[src/rtl/shift_add_mac.sv]
// Serial shift-and-add multiply-accumulate: walks the set bits of a Q1.15 coefficient
// through one shared barrel shifter into a wide signed accumulator; latency popcount(coef)+1.
module shift_add_mac #(
    parameter int ACC_W = 20
) (
    input  logic        clk,
    input  logic        rst,
    input  logic        start,
    input  logic        acc_clr,
    input  logic [15:0] x,
    input  logic [15:0] coef,
    output logic        ready,
    output logic        done,
    output logic [15:0] y,
    output logic        ovf
);

    typedef enum logic [1:0] {
        IDLE,
        RUN,
        FIN
    } state_t;

    localparam logic signed [ACC_W-1:0] MAX16 = ACC_W'(32767);
    localparam logic signed [ACC_W-1:0] MIN16 = ACC_W'(-32768);

    state_t                   state;
    logic signed [ACC_W-1:0]  acc;
    logic        [15:0]       mask;
    logic        [15:0]       xr;

    logic        [3:0]        bit_idx;
    logic signed [4:0]        shamt;
    logic        [15:0]       shifted;
    logic signed [ACC_W-1:0]  term;
    logic        [15:0]       mask_nxt;
    logic signed [ACC_W-1:0]  acc_nxt;
    logic                     enter_done;
    logic        [15:0]       y_nxt;
    logic                     ovf_nxt;

    // Shared shifter: signed amount, positive = right, negative = left; low 16 bits kept.
    function automatic logic [15:0] barrel16(input logic [15:0] d,
                                             input logic signed [4:0] s,
                                             input logic arith);
        logic [31:0] ext;
        logic [31:0] sh;
        logic [4:0]  neg;
        ext = {{16{arith & d[15]}}, d};
        sh  = 32'd0;
        neg = 5'd0;
        if (s >= 0) begin
            sh = ext >> s[3:0];
        end else begin
            neg = 5'(-s);
            sh  = {16'd0, d} << neg;
        end
        return sh[15:0];
    endfunction

    always_comb begin
        bit_idx = 4'd0;
        for (int i = 0; i < 16; i++) begin
            if (mask[i]) bit_idx = 4'(i);
        end
    end

    // Bit 15 maps to shift 0 and is subtracted (sign weight of Q1.15).
    assign shamt    = signed'({1'b0, 4'(4'd15 - bit_idx)});
    assign shifted  = barrel16(xr, shamt, 1'b1);
    assign term     = ACC_W'(signed'(shifted));
    assign mask_nxt = mask & ~(16'd1 << bit_idx);

    always_comb begin
        acc_nxt    = acc;
        enter_done = 1'b0;
        case (state)
            IDLE: begin
                if (start) begin
                    if (acc_clr) acc_nxt = '0;
                    enter_done = (coef == 16'd0);
                end
            end
            RUN: begin
                acc_nxt    = (bit_idx == 4'd15) ? acc - term : acc + term;
                enter_done = (mask_nxt == 16'd0);
            end
            default: ;
        endcase
    end

    always_comb begin
        y_nxt   = acc_nxt[15:0];
        ovf_nxt = 1'b0;
        if (acc_nxt > MAX16) begin
            y_nxt   = 16'h7FFF;
            ovf_nxt = 1'b1;
        end else if (acc_nxt < MIN16) begin
            y_nxt   = 16'h8000;
            ovf_nxt = 1'b1;
        end
    end

    always_ff @(posedge clk) begin
        if (rst) begin
            state <= IDLE;
            acc   <= '0;
            mask  <= '0;
            xr    <= '0;
            y     <= '0;
            ovf   <= 1'b0;
            done  <= 1'b0;
        end else begin
            done <= 1'b0;
            case (state)
                IDLE: begin
                    if (start) begin
                        xr    <= x;
                        mask  <= coef;
                        acc   <= acc_nxt;
                        state <= (coef != 16'd0) ? RUN : FIN;
                    end
                end
                RUN: begin
                    acc  <= acc_nxt;
                    mask <= mask_nxt;
                    if (mask_nxt == 16'd0) state <= FIN;
                end
                default: state <= IDLE;
            endcase
            // y/ovf update on the edge that enters FIN so they are stable while done is high.
            if (enter_done) begin
                y    <= y_nxt;
                ovf  <= ovf_nxt;
                done <= 1'b1;
            end
        end
    end

    assign ready = (state == IDLE);

endmodule

[config.mk]
export PLATFORM = sky130hd
export DESIGN_NAME = shift_add_mac
export DESIGN_NICKNAME = d
export VERILOG_FILES = /design/src/rtl/shift_add_mac.sv
export SDC_FILE = /design/constraint.sdc
export NUM_CORES = 1
export LEC_CHECK = 0
export ABC_CLOCK_PERIOD_IN_PS = 6400
export CAP_MARGIN = 0
export CORE_MARGIN = 10
export CORE_UTILIZATION = 30
export CTS_BUF_LIST = sky130_fd_sc_hd__clkbuf_4 sky130_fd_sc_hd__clkbuf_8
export DETAILED_ROUTE_END_ITERATION = 10
export GPL_ROUTABILITY_DRIVEN = 0
export PLACE_DENSITY_LB_ADDON = 0.1
export SLEW_MARGIN = 20
export SYNTH_ARGS = -nofsm -noshare
export SYNTH_HDL_FRONTEND = slang
export SYNTH_SLANG_ARGS = --single-unit
[constraint.sdc]
create_clock -name clk -period 6.4 [get_ports clk]
set_input_delay 1.28 -clock clk [delete_from_list [all_inputs] [get_ports clk]]
set_output_delay 1.28 -clock clk [all_outputs]
set_load 0.02 [all_outputs]
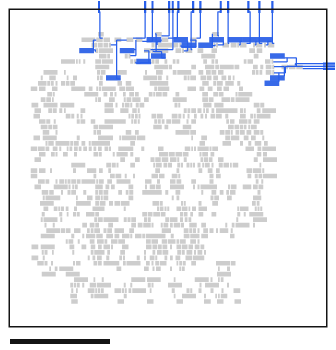
*Port wiring*
Bar = 50 um.
Blue shows `y`, bits 16, direction output, edge 13 north, 3 east, end cells 16, wire 466 um.

==> flow.log <==
[metrics] run summary
[metrics] cts bufs inserted: 9
[metrics] count of library flops with an enable pin: 0
[metrics] remaining antenna violation count after routing: 0
[metrics] total number of yosys warnings: 0
[metrics] detailed placement HPWL: roughly 16000 um
[metrics] slowest stage delay, CP: 0.39 ns
[metrics] mean number of vias per cell: 5.72
[metrics] fraction of final layout cells sized beyond drive strength 1: 16.1%
[metrics] number of instances in the placed design: 1048
[metrics] IO Pins: 55
[metrics] least setup slack across all paths after layout: 0.300 ns
[metrics] final critical delay including setup and external delays: 6.10 ns
[metrics] average routed wire per standard cell: 19.2 um
[metrics] floorplan row count: roughly 50
[metrics] area share of xor/xnor cells in the synthesized design: 4.76%
[metrics] start point of the critical path: mask[10]$_SDFFE_PP0P_
[metrics] detailed-route DRC error count: 0
[metrics] Leakage Power: 2.82 nW
[metrics] worst max-slew margin expressed relative to the limit: a little over a third
[metrics] ratio of final minimum period to clock period: 95.3%
[metrics] GR Overflow Total: 0
[metrics] total power divided by cell area: 389 nW/um^2
[metrics] number of clock buffer instances in the layout: 10
[metrics] post-layout util: roughly two fifths
[metrics] run status: complete, no violations
[metrics] Dominant flop cell: sky130_fd_sc_hd__dfxtp_1
[metrics] number of setup violations in the final report: 0
[metrics] Post-layout nets: 890
[metrics] hold buffer count at CTS: 0
[metrics] die extent in y: between 150 and 200 um
[metrics] critical path arrival: 6.38 ns
[metrics] Antenna diodes: 0
[metrics] Post-synth seq share: 25.4%
[metrics] Setup Crit Path Kind: reg2reg
[metrics] total die size: 24800 um^2
[metrics] number of instances resized during post-cts repair: 1
[metrics] total number of sequential cells: between 70 and 80
[metrics] synthesized-area fraction occupied by and/or/nand/nor cells: 22.5%
[metrics] final instance area: 7130 um^2
[metrics] tapcells inserted: 234
[metrics] clock insertion delay at the later pin of the skew report: 0.38 ns
[metrics] standard cell with the maximum stage delay on the critical path: sky130_fd_sc_hd__or4_1
[metrics] Cell Area, Synth: approximately 5700 um^2
[metrics] initial antenna violation count: 0
[metrics] most common logic cell in the routed design: sky130_fd_sc_hd__nand2_1
[metrics] clock root cell: sky130_fd_sc_hd__clkbuf_8
[metrics] fraction of area in clock buffers and inverters: 3.12%
[metrics] total number of warnings across the stage logs: 26
[metrics] nonclk buf count: 113
[metrics] tightest hold margin: 0.450 ns
[metrics] via count of the first global-routing pass: 5897
[metrics] sum of internal, switching and leakage power: 2.77 mW
[metrics] prevailing logic family in the synthesized netlist: AND-OR/OR-AND gates
[metrics] post-synthesis cell count: 758
[metrics] cell count of the worst reg-to-reg path: 26
[metrics] highest-count cells in the layout ignoring fill and taps: sky130_fd_sc_hd__nand2_1 (100), sky130_fd_sc_hd__a21oi_1 (76), sky130_fd_sc_hd__dfxtp_1 (69), sky130_fd_sc_hd__nor2_1 (63), sky130_fd_sc_hd__buf_4 (56)
[metrics] pin count of the biggest net entering global routing: 58
[metrics] Tightest Hold Check Type: reg2reg
[metrics] sum of negative setup slack: 0 ns
[metrics] layout filler cell count: 1936
[metrics] multi-input logic portion of the cell area: 57.1%
[metrics] Yosys Instances: 758
[metrics] actual transition at the worst max-transition pin: 0.962 ns
[metrics] H-tree levels: 3
[metrics] distinct cell type count of the synthesized netlist: about 89
[metrics] floorplan die width: 158 um
[metrics] area reported by Yosys stat: 5680 um^2
[metrics] max-cap check violation count: 0
[metrics] Final Max-Slew Violation Tally: 0
[metrics] final hold violations: 0
[metrics] share of cell area taken by flip-flops and latches: between 20% and 30%
[metrics] Placed Instance Area: 6730 um^2
[metrics] detailed-router iteration count before antenna repair: 6
[metrics] number of storage elements in the synthesis netlist: 72
[metrics] unrepaired setup endpoints after global routing: false
[metrics] post-synthesis async set-or-reset flop share: 0%
[metrics] dominant class by area: combinational gates
[metrics] Compound Share, Synth: 34.3%
[metrics] Non-Clock Buffer Area Fraction: 14.5%
[metrics] area taken by flip-flops and latches: 1450 um^2
[metrics] Pre-Place Util: 30.5%
[metrics] startpoint of the most critical register-to-register path: mask[10]$_SDFFE_PP0P_
[metrics] post-placement setup slack: -0.0238 ns
[metrics] worst ir drop on vdd: 120 uV
[metrics] CORE AREA: 18600 um^2
[metrics] Critical Path Source Type: flip-flop
[metrics] number of setup buffers added after CTS: 0
[metrics] Comb area: 4070 um^2
[metrics] multiplexer share of the synthesized area: roughly 3.3%
[metrics] top fanout value on the critical path: 11
[metrics] final std cells w/o fill: 1072
[metrics] TritonCTS clock tree: built
[metrics] startpoint of the lowest-slack hold path: y[9]$_SDFFE_PP0P_
[metrics] count of inverters not on the clock network in the layout: 19
[metrics] kind of capture point of the worst setup path: flip-flop
[metrics] number of DRC violations after detailed-routing iteration 0: 546
[metrics] clock-pin slew on the worst setup and hold paths: 0.08 ns
[metrics] Adder Area Share: around 4.8%
[metrics] buffers added on ports: 54
[metrics] GRT Overall Usage: 16.4%
[metrics] layout overhead on the synthesized area: 25.6%
[metrics] mean cell area of the mapped netlist: 7.50 um^2
[metrics] global-route wire length before repair: 32400 um
[metrics] Max clock buf depth: 2
[metrics] worst hold path stage count: 2
[metrics] Critical Path RT: 6.68 ns
[metrics] net count entering floorplan: 815
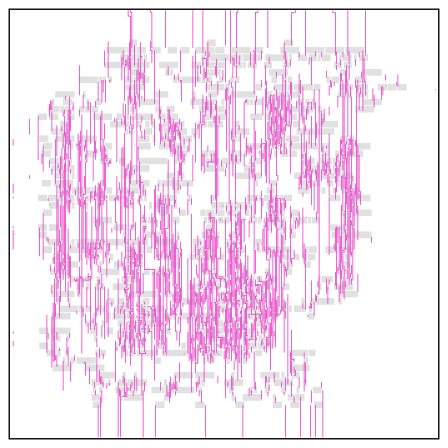
*Signal wires on met2*
757 nets have wire on it. The longest straight run is 88.1 um.
Vias: 6137
global-route track usage on met2: 26.6%
routed wire length: 20600 um

per-layer routing:
layer | GRT usage (%) | routed length, um | vias to the layer above
met3 | 3.39 | 1310 | 62
met2 | 26.6 | 9420 | 246
met4 | 6.41 | 658 | 0
met1 | 20.9 | 9180 | 2891
met5 | 0 | 0 | -
li1 | - | - | 2938
cells in the mapped netlist (all sizes together), types with 11 or more instances:
cell type | n | area share (%)
dfxtp | 72 | 25
mux2i | 13 | 2.3
xnor2 | 14 | 2.3
inv | 18 | 1.2
nand3 | 12 | 1.1
xor2 | 16 | 2.5
a211oi | 14 | 1.9
a22oi | 14 | 1.8
buf | 14 | 1.4
nor2b | 22 | 2.4
clkbuf | 35 | 2.3
nand2 | 100 | 6.6
o21ai | 65 | 6.5
ha | 20 | 4.4
a21oi | 81 | 7.2
nor3 | 14 | 1.3
nor2 | 67 | 4.6
a31oi | 11 | 1.3
a21o | 11 | 1.5
worst max-delay path, delay by kind of cell (launching register included):
kind,cells,cell delay (ns)
AOI/OAI and AO/OA,11,2.25
and+or+nand+nor,5,1.40
muxes,3,0.68
buffers and inverters,3,0.46
adders and majority gates,2,0.46
xor gates and xnor gates,2,0.39
DFF,1,0.37
power breakdown:
part	leakage, nW	total [mW]	internal [mW]	switching (mW)
clock network	0.114	0.429	0.226	0.203
registers	0.589	0.574	0.513	0.0605
logic	2.12	1.77	0.777	0.995
worst paths after layout:
check | endpoint | slack (ns)
setup / recovery | ovf$_SDFFE_PP0P_ | 0.30
hold / removal | y[9]$_SDFFE_PP0P_ | 0.45
setup reg to reg | ovf$_SDFFE_PP0P_ | 0.30
hold reg to reg | y[9]$_SDFFE_PP0P_ | 0.45
sequential cells by signal, indices dropped and copies added, names as in the netlist:
name   count
acc       20
mask      16
xr        16
y         16
state      2
done       1
ovf        1
No activity file was given, so power comes from the tool's default toggle rates.
